**src/rtl/tt_restoring_divider3_pkg.sv**
```systemverilog
// ---------------------------------------------------------------------------
// tt_restoring_divider3_pkg
// Shared definitions for the 3-bit sequential restoring divider:
//   - datapath width W
//   - FSM state encoding (IDLE / RUN / DONE)
//   - bit positions of every function packed into the 8-in / 8-out
//     Tiny Tapeout pin shell
// ---------------------------------------------------------------------------
package tt_restoring_divider3_pkg;

    localparam int W    = 3;
    localparam int IO_W = 8;

    // io_in bit positions
    localparam int IN_CLK      = 0;
    localparam int IN_RST_N    = 1;
    localparam int IN_LOAD_A   = 2;
    localparam int IN_LOAD_B   = 3;
    localparam int IN_CLR      = 4;
    localparam int IN_DATA_LSB = 5;

    // io_out bit positions
    localparam int OUT_Q_LSB = 0;
    localparam int OUT_R_LSB = 3;
    localparam int OUT_BUSY  = 6;
    localparam int OUT_DONE  = 7;

    // Iteration counter start value: cnt counts 2,1,0 -> three quotient bits
    localparam logic [1:0] CNT_START = 2'd2;

    typedef enum logic [1:0] {
        ST_IDLE = 2'd0,
        ST_RUN  = 2'd1,
        ST_DONE = 2'd2
    } state_t;

endpackage

```
**src/rtl/tt_restoring_divider3_if.sv**
```systemverilog
// ---------------------------------------------------------------------------
// tt_restoring_divider3_if
// Pin-shell bundle of the divider tile.
//   io_in[7:0]  : clk, rst_n, load_a, load_b, clr, data[2:0]
//   io_out[7:0] : quotient[2:0], remainder[2:0], busy, done
// Modports:
//   master - the tester side, drives io_in and observes io_out
//   slave  - the divider side, samples io_in and drives io_out
// ---------------------------------------------------------------------------
interface tt_restoring_divider3_if;
    import tt_restoring_divider3_pkg::*;

    logic [IO_W-1:0] io_in;
    logic [IO_W-1:0] io_out;

    modport master (output io_in, input io_out);
    modport slave  (input io_in, output io_out);

endinterface

```
**src/rtl/tt_restoring_divider3_div_step.sv**
```systemverilog
// ---------------------------------------------------------------------------
// tt_restoring_divider3_div_step
// One combinational restoring-division iteration.
// Ports:
//   i_r   [W:0]   current partial remainder
//   i_bit         next dividend bit shifted into the remainder
//   i_b   [W-1:0] divisor
//   o_r   [W:0]   next partial remainder
//   o_bit         quotient bit produced by this iteration
// ---------------------------------------------------------------------------
module tt_restoring_divider3_div_step
    import tt_restoring_divider3_pkg::*;
(
    input  logic [W:0]   i_r,
    input  logic         i_bit,
    input  logic [W-1:0] i_b,
    output logic [W:0]   o_r,
    output logic         o_bit
);

    logic [W+1:0] w_rs_wide;
    logic [W:0]   w_rs;
    logic         w_ge;

    // Shift and compare. The compare sees the full shifted value so that a
    // set top remainder bit can never be mistaken for a smaller value; in
    // normal operation that bit is always zero because R < B.
    always_comb begin
        w_rs_wide = {i_r, i_bit};
        w_rs      = w_rs_wide[W:0];
        w_ge      = (w_rs_wide >= {2'b00, i_b});
        if (w_ge) begin
            o_r   = w_rs - {1'b0, i_b};
            o_bit = 1'b1;
        end else begin
            o_r   = w_rs;
            o_bit = 1'b0;
        end
    end

endmodule

```
**src/rtl/tt_restoring_divider3.sv**
```systemverilog
// ---------------------------------------------------------------------------
// tt_restoring_divider3
// 3-bit unsigned sequential restoring divider in the Tiny Tapeout shell.
// One quotient bit per clock; result valid three edges after load_b.
// Ports (through bus, slave modport):
//   io_in[0]    clk        io_in[1]   rst_n (async, active low)
//   io_in[2]    load_a     io_in[3]   load_b (captures divisor, starts)
//   io_in[4]    clr        io_in[7:5] data
//   io_out[2:0] quotient   io_out[5:3] remainder
//   io_out[6]   busy       io_out[7]   done
// Divide by zero is not special-cased: it yields quotient=7,
// remainder=dividend.
// ---------------------------------------------------------------------------
module tt_restoring_divider3 (
    tt_restoring_divider3_if.slave bus
);
    import tt_restoring_divider3_pkg::*;

    logic         w_clk;
    logic         w_rst_n;
    logic         w_load_a;
    logic         w_load_b;
    logic         w_clr;
    logic [W-1:0] w_data;

    assign w_clk    = bus.io_in[IN_CLK];
    assign w_rst_n  = bus.io_in[IN_RST_N];
    assign w_load_a = bus.io_in[IN_LOAD_A];
    assign w_load_b = bus.io_in[IN_LOAD_B];
    assign w_clr    = bus.io_in[IN_CLR];
    assign w_data   = bus.io_in[IN_DATA_LSB +: W];

    state_t       r_state;
    logic [W-1:0] r_a;
    logic [W-1:0] r_b;
    logic [W-1:0] r_q;
    logic [W:0]   r_r;
    logic [1:0]   r_cnt;
    logic         r_busy;
    logic         r_done;

    logic [W:0]      w_r_next;
    logic            w_q_bit;
    logic [IO_W-1:0] w_out;

    // The dividend MSB still sitting in Q[2] is the bit shifted in next.
    tt_restoring_divider3_div_step u_div_step (
        .i_r   (r_r),
        .i_bit (r_q[W-1]),
        .i_b   (r_b),
        .o_r   (w_r_next),
        .o_bit (w_q_bit)
    );

    // Control FSM, operand registers and shift-subtract datapath.
    always_ff @(posedge w_clk or negedge w_rst_n) begin
        if (!w_rst_n) begin
            r_state <= ST_IDLE;
            r_a     <= {W{1'b0}};
            r_b     <= {W{1'b0}};
            r_q     <= {W{1'b0}};
            r_r     <= {(W+1){1'b0}};
            r_cnt   <= 2'd0;
            r_busy  <= 1'b0;
            r_done  <= 1'b0;
        end else begin
            case (r_state)
                ST_IDLE, ST_DONE: begin
                    if (w_load_a) begin
                        r_a <= w_data;
                    end
                    // load_b wins over clr so a DONE tile can restart directly
                    if (w_load_b) begin
                        r_b     <= w_data;
                        r_q     <= w_load_a ? w_data : r_a;
                        r_r     <= {(W+1){1'b0}};
                        r_cnt   <= CNT_START;
                        r_state <= ST_RUN;
                        r_busy  <= 1'b1;
                        r_done  <= 1'b0;
                    end else if (w_clr && (r_state == ST_DONE)) begin
                        r_state <= ST_IDLE;
                        r_done  <= 1'b0;
                    end
                end
                ST_RUN: begin
                    // Strobes are deliberately ignored while iterating.
                    r_r   <= w_r_next;
                    r_q   <= {r_q[W-2:0], w_q_bit};
                    r_cnt <= r_cnt - 2'd1;
                    if (r_cnt == 2'd0) begin
                        r_state <= ST_DONE;
                        r_busy  <= 1'b0;
                        r_done  <= 1'b1;
                    end
                end
                default: begin
                    r_state <= ST_IDLE;
                    r_busy  <= 1'b0;
                    r_done  <= 1'b0;
                end
            endcase
        end
    end

    // Pin mapping of the registered result and status; R[3] is not exported.
    always_comb begin
        w_out                     = {IO_W{1'b0}};
        w_out[OUT_Q_LSB +: W]     = r_q;
        w_out[OUT_R_LSB +: W]     = r_r[W-1:0];
        w_out[OUT_BUSY]           = r_busy;
        w_out[OUT_DONE]           = r_done;
    end

    assign bus.io_out = w_out;

endmodule

```
**src/flat_wrapper.sv**
```systemverilog
// flat-port wrapper written by rule: the top's interface ports become plain ports
module tt_restoring_divider3_flat import tt_restoring_divider3_pkg::*;
  (bus_io_in, bus_io_out);
  tt_restoring_divider3_if bus_i ();
  input wire logic [$bits(bus_i.io_in)-1:0] bus_io_in;
  output wire logic [$bits(bus_i.io_out)-1:0] bus_io_out;
  assign bus_i.io_in = bus_io_in;
  assign bus_io_out = bus_i.io_out;
  tt_restoring_divider3 u_core (.bus(bus_i));
endmodule
```
**config.mk**
```make
export PLATFORM = sky130hd
export DESIGN_NAME = tt_restoring_divider3_flat
export DESIGN_NICKNAME = d
export VERILOG_FILES = /design/src/rtl/tt_restoring_divider3_pkg.sv /design/src/rtl/tt_restoring_divider3_if.sv /design/src/rtl/tt_restoring_divider3_div_step.sv /design/src/rtl/tt_restoring_divider3.sv /design/src/flat_wrapper.sv
export SDC_FILE = /design/constraint.sdc
export NUM_CORES = 1
export LEC_CHECK = 0
export CAP_MARGIN = 20
export CORE_MARGIN = 2
export CORE_UTILIZATION = 30
export DETAILED_ROUTE_END_ITERATION = 6
export GPL_TIMING_DRIVEN = 0
export PLACE_DENSITY_LB_ADDON = 0.05
export SLEW_MARGIN = 10
export SYNTH_ARGS = -nofsm -noshare
export SYNTH_HDL_FRONTEND = slang
export SYNTH_HIERARCHICAL = 1
export SYNTH_SLANG_ARGS = --single-unit
```
**constraint.sdc**
```tcl
create_clock -name bus_io_in -period 4.5 [get_ports bus_io_in]
set_input_delay 0.9 -clock bus_io_in [delete_from_list [all_inputs] [get_ports bus_io_in]]
set_output_delay 0.9 -clock bus_io_in [all_outputs]
set_load 0.01 [all_outputs]
```
### Clock routing, run 1

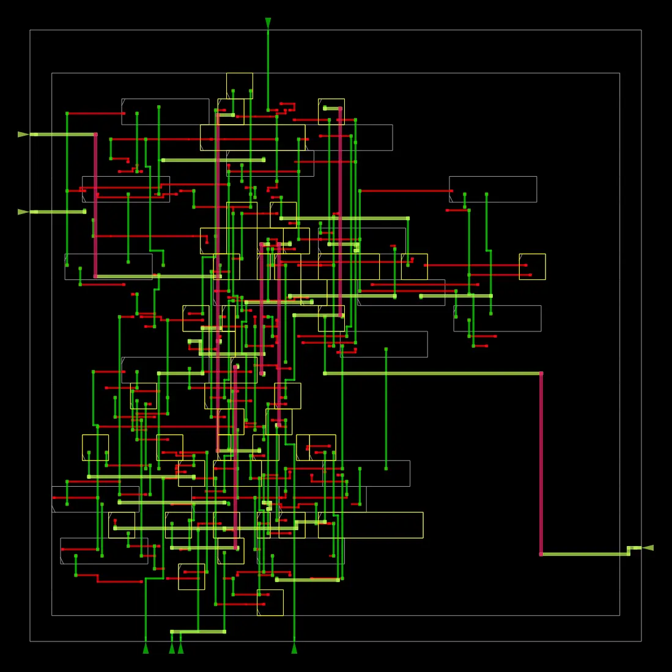
clk_lat worst skew: 300 ps
Worst Skew: 6.55 ps
clock buf count: 38
flip-flops: 18

### Cells colored by class, run 1

(8 px per um)
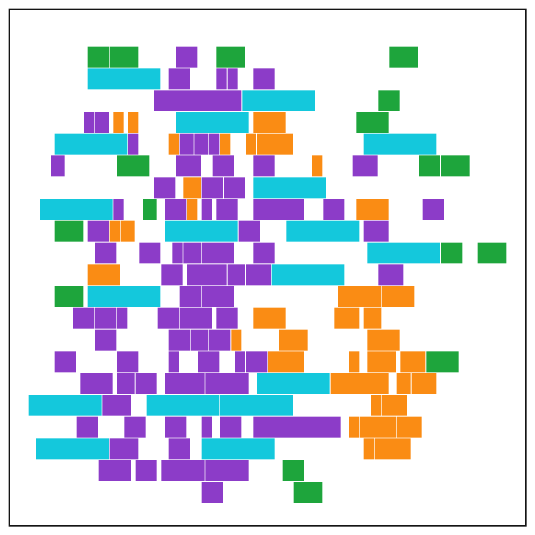
legend:
  other buffers and delay cells:
    color: green
    cells: 17
    share_of_their_area: 10%
  flops:
    color: cyan
    cells: 18
    share_of_their_area: 29%
  clock drivers and dummy loads:
    color: purple
    cells: 78
    share_of_their_area: 42%
  combinational and other logic:
    color: orange
    cells: 36
    share_of_their_area: 19%
core area: 0.00342 sq mm
final instance area: 0.00160 sq mm
Seq/total area: 28.2%
Core Util, Final: 46.8%
FP Rows: 21

### Wire density map, run 1

(6 px per um) The die is cut into 13 by 13 equal tiles; dark purple is low, yellow is high, scaled to the fullest tile. Values are wire area over tile area, all layers added.
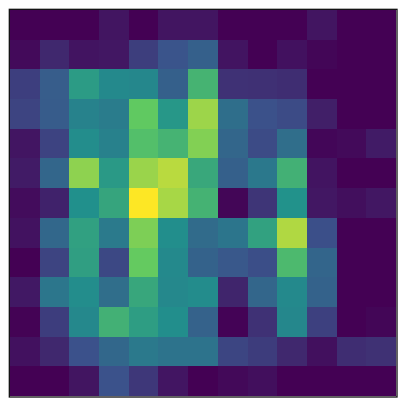
nearly empty tiles: 24%
densest ninth of the die: center
fullest tile: 0.45
emptiest ninth of the die: upper right
mean over tiles: 0.12
wire per inst: 14.6 um
overall routed net length: 2850 um
via count: 949

-- run 1: worst max path at each step --
stage,from,end,cells after the start
3_5_place_dp,bus_io_in[3],u_core/r_b[0]$_DFFE_PN0P_,4
6_report,bus_io_in[3],u_core/r_b[2]$_DFFE_PN0P_,8
2_1_floorplan,bus_io_in[3],u_core/r_b[0]$_DFFE_PN0P_,4
5_1_grt,bus_io_in[3],u_core/r_b[2]$_DFFE_PN0P_,8
3_3_place_gp,bus_io_in[3],u_core/r_b[0]$_DFFE_PN0P_,4
4_1_cts,bus_io_in[3],u_core/r_b[2]$_DFFE_PN0P_,8
-- run 1: layout by cell type, fill, tap and decap left out, drive strengths merged, types with 2 or more instances in the layout --
master and count:
bufinv 3, o22ai 2, clkdlybuf4s50 8, dfrtp 18, inv 9, mux2i 4, clkbuf 39, nand2 6
nand2b 2, a211oi 2, buf 10, a31oi 2, mux2 14, a22o 4, a21o 3, ha 4
nor2 6, o21ai 4
-- run 1: logic make-up after synthesis --
logic type               Yosys count  share of synthesized area (%)
AND-OR/OR-AND                     19                           12.7
buffers and inverters             19                           11.2
multiplexers                      18                           19.5
XOR/XNOR                           1                          0.801
AND/OR/NAND/NOR                   18                           8.24
adder cells (fa/ha/maj)            5                           6.41
flip-flops                        18                           41.2
-- run 1: area by class of cell --
| class | instances | share of cell area, % |
|---|---|---|
| buffer | 11 | 5.79 |
| clock buffer | 38 | 17.3 |
| clock inverter | 5 | 5.64 |
| inverter | 8 | 1.88 |
| multi-input combinational | 61 | 32.6 |
| sequential | 18 | 28.2 |
| tap | 46 | 3.60 |
| timing repair buffer | 8 | 5.01 |
==> reports/metrics.cfg, run 1 <==
[run_status]
status = complete, but fails checks
violations = hold timing

[global_routing]
grt_usage_pct = 18.2
met2_usage_pct = 18.0
grt_pass1_wl_um = 5340
top_usage_layer = met4

[final_layout]
drive_gt1_share_pct = 45.6
seq_area_sq_um = 450
syn_to_final_growth_pct = 46.1
stdcell_count = 195

[critical_path]
r2r_cells = 7
r2r_start = u_core/r_r[1]$_DFFE_PN0P_
crit_top_cell = clkbuf_4
worst_ep_arrival_time_ps = 3360
crit_path_start_kind = clock port
required_ps = 4690
cp_max_fo = 4

[cts]
cts_tree = done
clkSlewWorstSetupHoldPaths_ps = 110

[timing]
hold_ws_ps = -327
setup_viol = 0
maxSlewHeadroom_pct = 88.2
hold_viol = 19

[yosys]
yosysSeqAreaShare_pct = 41.2
async_reset_ff_share_pct = 100
ys_ff = 18
yosysChipArea_sq_mm = 0.00109
postSynthCellCount = 98

[place]
dpl_worst_slack_ps = 1500
dpl_cell_area_sq_mm = 0.00123
numPortBuffers = 8

[floorplan]
fp_util_pct = 32.0
num_io_pins = 16

[run]
drv_cap = 0
warnings = 71

[route]
drc = 0

==> run 2: changes to the inputs <==
- clock period: 4.5 -> 2.8 ns (I/O delays scaled with it)
### Wire density map, run 2

(6 px per um) The die is cut into 13 by 13 equal tiles; dark purple is low, yellow is high, scaled to the fullest tile. Values are wire area over tile area, all layers added.
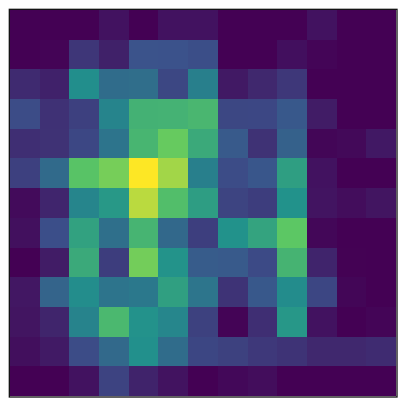
tiles over half the peak: 17%
fullest tile: 0.51
densest ninth of the die: center
mean over tiles: 0.12
via count: 961
wire per inst: 14.3 um
Total GRT Usage: 17.7%
overall routed net length: 2780 um

### Cells colored by class, run 2

(8 px per um)
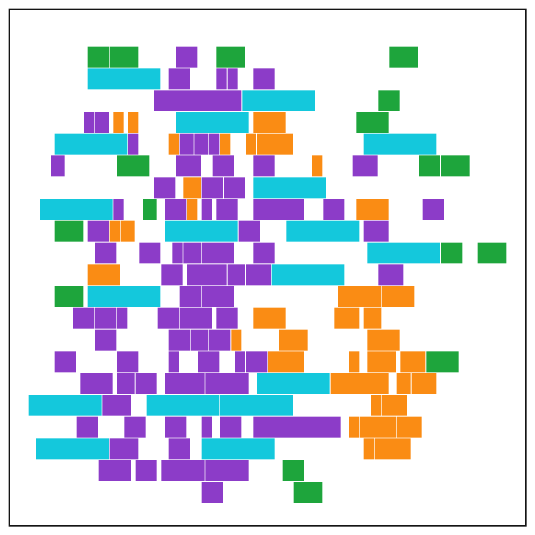
legend:
  flops:
    color: cyan
    cells: 18
    share_of_their_area: 29%
  combinational and other logic:
    color: orange
    cells: 36
    share_of_their_area: 19%
  other buffers and delay cells:
    color: green
    cells: 17
    share_of_their_area: 10%
  clock drivers and dummy loads:
    color: purple
    cells: 78
    share_of_their_area: 42%

==> run 2 against run 1 <==
  * The flow still finishes with violations (hold timing)
  * Via count grew 1.3%
  * Area after synthesis stayed put
  * Global-route usage down 0.41 points
  * Hold slack got worse by 1.6 ps
  * Die area unchanged
  * Critical path type is now reg -> reg
  * Critical endpoint is now u_core/r_r[2]$_DFFE_PN0P_
==> reports/metrics.cfg, run 2 <==
[final_layout]
stdcell_area_sq_mm = 0.00160  ; unchanged
antenna_cells = 0
utilization_pct = 46.8  ; unchanged
mostFrequentLayoutCell = clkbuf_4
largest_register = u_core/r_r
drive_gt1_share_pct = 45.6  ; unchanged
lay_top_cells = 33 x clkbuf_4, 18 x dfrtp_1, 10 x mux2_2
stdcell_count = 195  ; unchanged
syn_to_final_growth_pct = 46.1  ; unchanged
largest_reg_flops = 4

[critical_path]
r2r_start = u_core/r_r[1]$_DFFE_PN0P_
cp_max_fo = 5  ; +1
crit_start = u_core/r_r[1]$_DFFE_PN0P_
worst_ep_arrival_time_ps = 2600  ; -760 ps
crit_chain = ha_1 > a31oi_1 > or3b_1 > buf_6 > mux2_4 > mux2_2 > a22o_1
required_ps = 3000  ; -1690 ps
crit_path_top_delay_cell = dfrtp_1
path_buffers = 1
crit_path_start_kind = flip-flop
critPathTopFamily = multiplexers
end_kind = flip-flop

[run]
warnings = 68  ; -4.2%
drv_cap = 0  ; unchanged

[cts]
cts_tree = done
clock_latency_ps = 300  ; about the same
postCtsSetupBuffers = 0
clkSlewWorstSetupHoldPaths_ps = 110  ; about the same

[yosys]
async_reset_ff_share_pct = 100  ; unchanged
top_cell_area_share_pct = 41.2
adder_share_pct = 6.41  ; unchanged
ys_ff = 18  ; unchanged
yosysChipArea_sq_mm = 0.00109  ; unchanged
postSynthCellCount = 98  ; unchanged
ys_sh_aoi_pct = 12.7  ; unchanged
yosysSeqAreaShare_pct = 41.2  ; unchanged
synth_area_sq_mm = 0.00109
ys_sh_mux_pct = 19.5  ; unchanged
top_area_cell = dfrtp_1
ys_sh_xor_pct = 0.801  ; unchanged
simple_gate_share_pct = 8.24  ; unchanged
ys_warn_count = 6
synth_area_per_cell_sq_um = 11.2
ys_cells = 98
common_cells = 18 x dfrtp_1, 10 x mux2_2, 8 x inv_1
top_logic_kind = multiplexers

[floorplan]
rows = 21  ; unchanged
core_sq_mm = 0.00342  ; unchanged
fp_util_pct = 32.0  ; unchanged
num_io_pins = 16  ; unchanged

[timing]
setup_viol = 0  ; unchanged
final.setup.tns_ps = 0
finClkSkew_ps = 6.56  ; +0.00339 ps
maxSlewHeadroom_pct = 85.8  ; -2.4 points
hold_ws_ps = -329  ; -1.57 ps
fmax_ghz = 0.417
hold_viol = 19  ; unchanged

[global_routing]
grt_pass1_wl_um = 5190  ; -2.8%
antenna_found_initial = 0

[run_status]
status = complete, but fails checks
violations = hold timing

[route]
drc = 0  ; unchanged

[place]
routabilityCongestion = 0.682
dpl_cell_area_sq_mm = 0.00123  ; unchanged
numPortBuffers = 8  ; unchanged
dpl_worst_slack_ps = 413  ; -1080 ps

## run 2: routing by layer
layer | up-vias | global-route usage (%) | part of all wire, %
li1 | 433 | - | -
met1 | 442 | 12.5 | 37
met2 | 61 | 18.5 | 46
met3 | 25 | 19.0 | 9.3
met4 | 0 | 30.3 | 7.5
met5 | - | 1.39 | 0
## run 2: cell type report
| type | count | area [sq um] | share of cell area (%) |
|---|---|---|---|
| Multi-Input combinational cell | 61 | 520 | 32.6 |
| Sequential cell | 18 | 450 | 28.2 |
| Clock buffer | 38 | 277 | 17.3 |
| Buffer | 11 | 92.6 | 5.79 |
| Clock inverter | 5 | 90.1 | 5.64 |
| Timing Repair Buffer | 8 | 80.1 | 5.01 |
| Tap cell | 46 | 57.6 | 3.60 |
| Inverter | 8 | 30.0 | 1.88 |
## run 2: kinds of logic (layout without fill, tap and decap cells)
logic type,after synthesis,in the layout
AND-OR/OR-AND,19,19
XOR/XNOR,1,1
buffers and inverters,19,70
multiplexers,18,18
AND/OR/NAND/NOR,18,18
flip-flops,18,18
adder cells (fa/ha/maj),5,5
## run 2: worst paths after layout
| kind | endpoint | slack (ps) | cells past startpoint |
|---|---|---|---|
| max | u_core/r_r[2]$_DFFE_PN0P_ | 400 | 7 |
| min | u_core/r_cnt[0]$_DFFE_PN0P_ | -330 | 2 |
| max reg2reg | u_core/r_r[2]$_DFFE_PN0P_ | 400 | 7 |
| min reg2reg | u_core/r_cnt[0]$_DFFE_PN0P_ | 500 | 1 |
| max in group asynchronous | u_core/r_busy$_DFFE_PN0P_ | 2980 | 2 |
| min in group bus_io_in | u_core/r_done$_DFFE_PN0P_ | -60 | 3 |
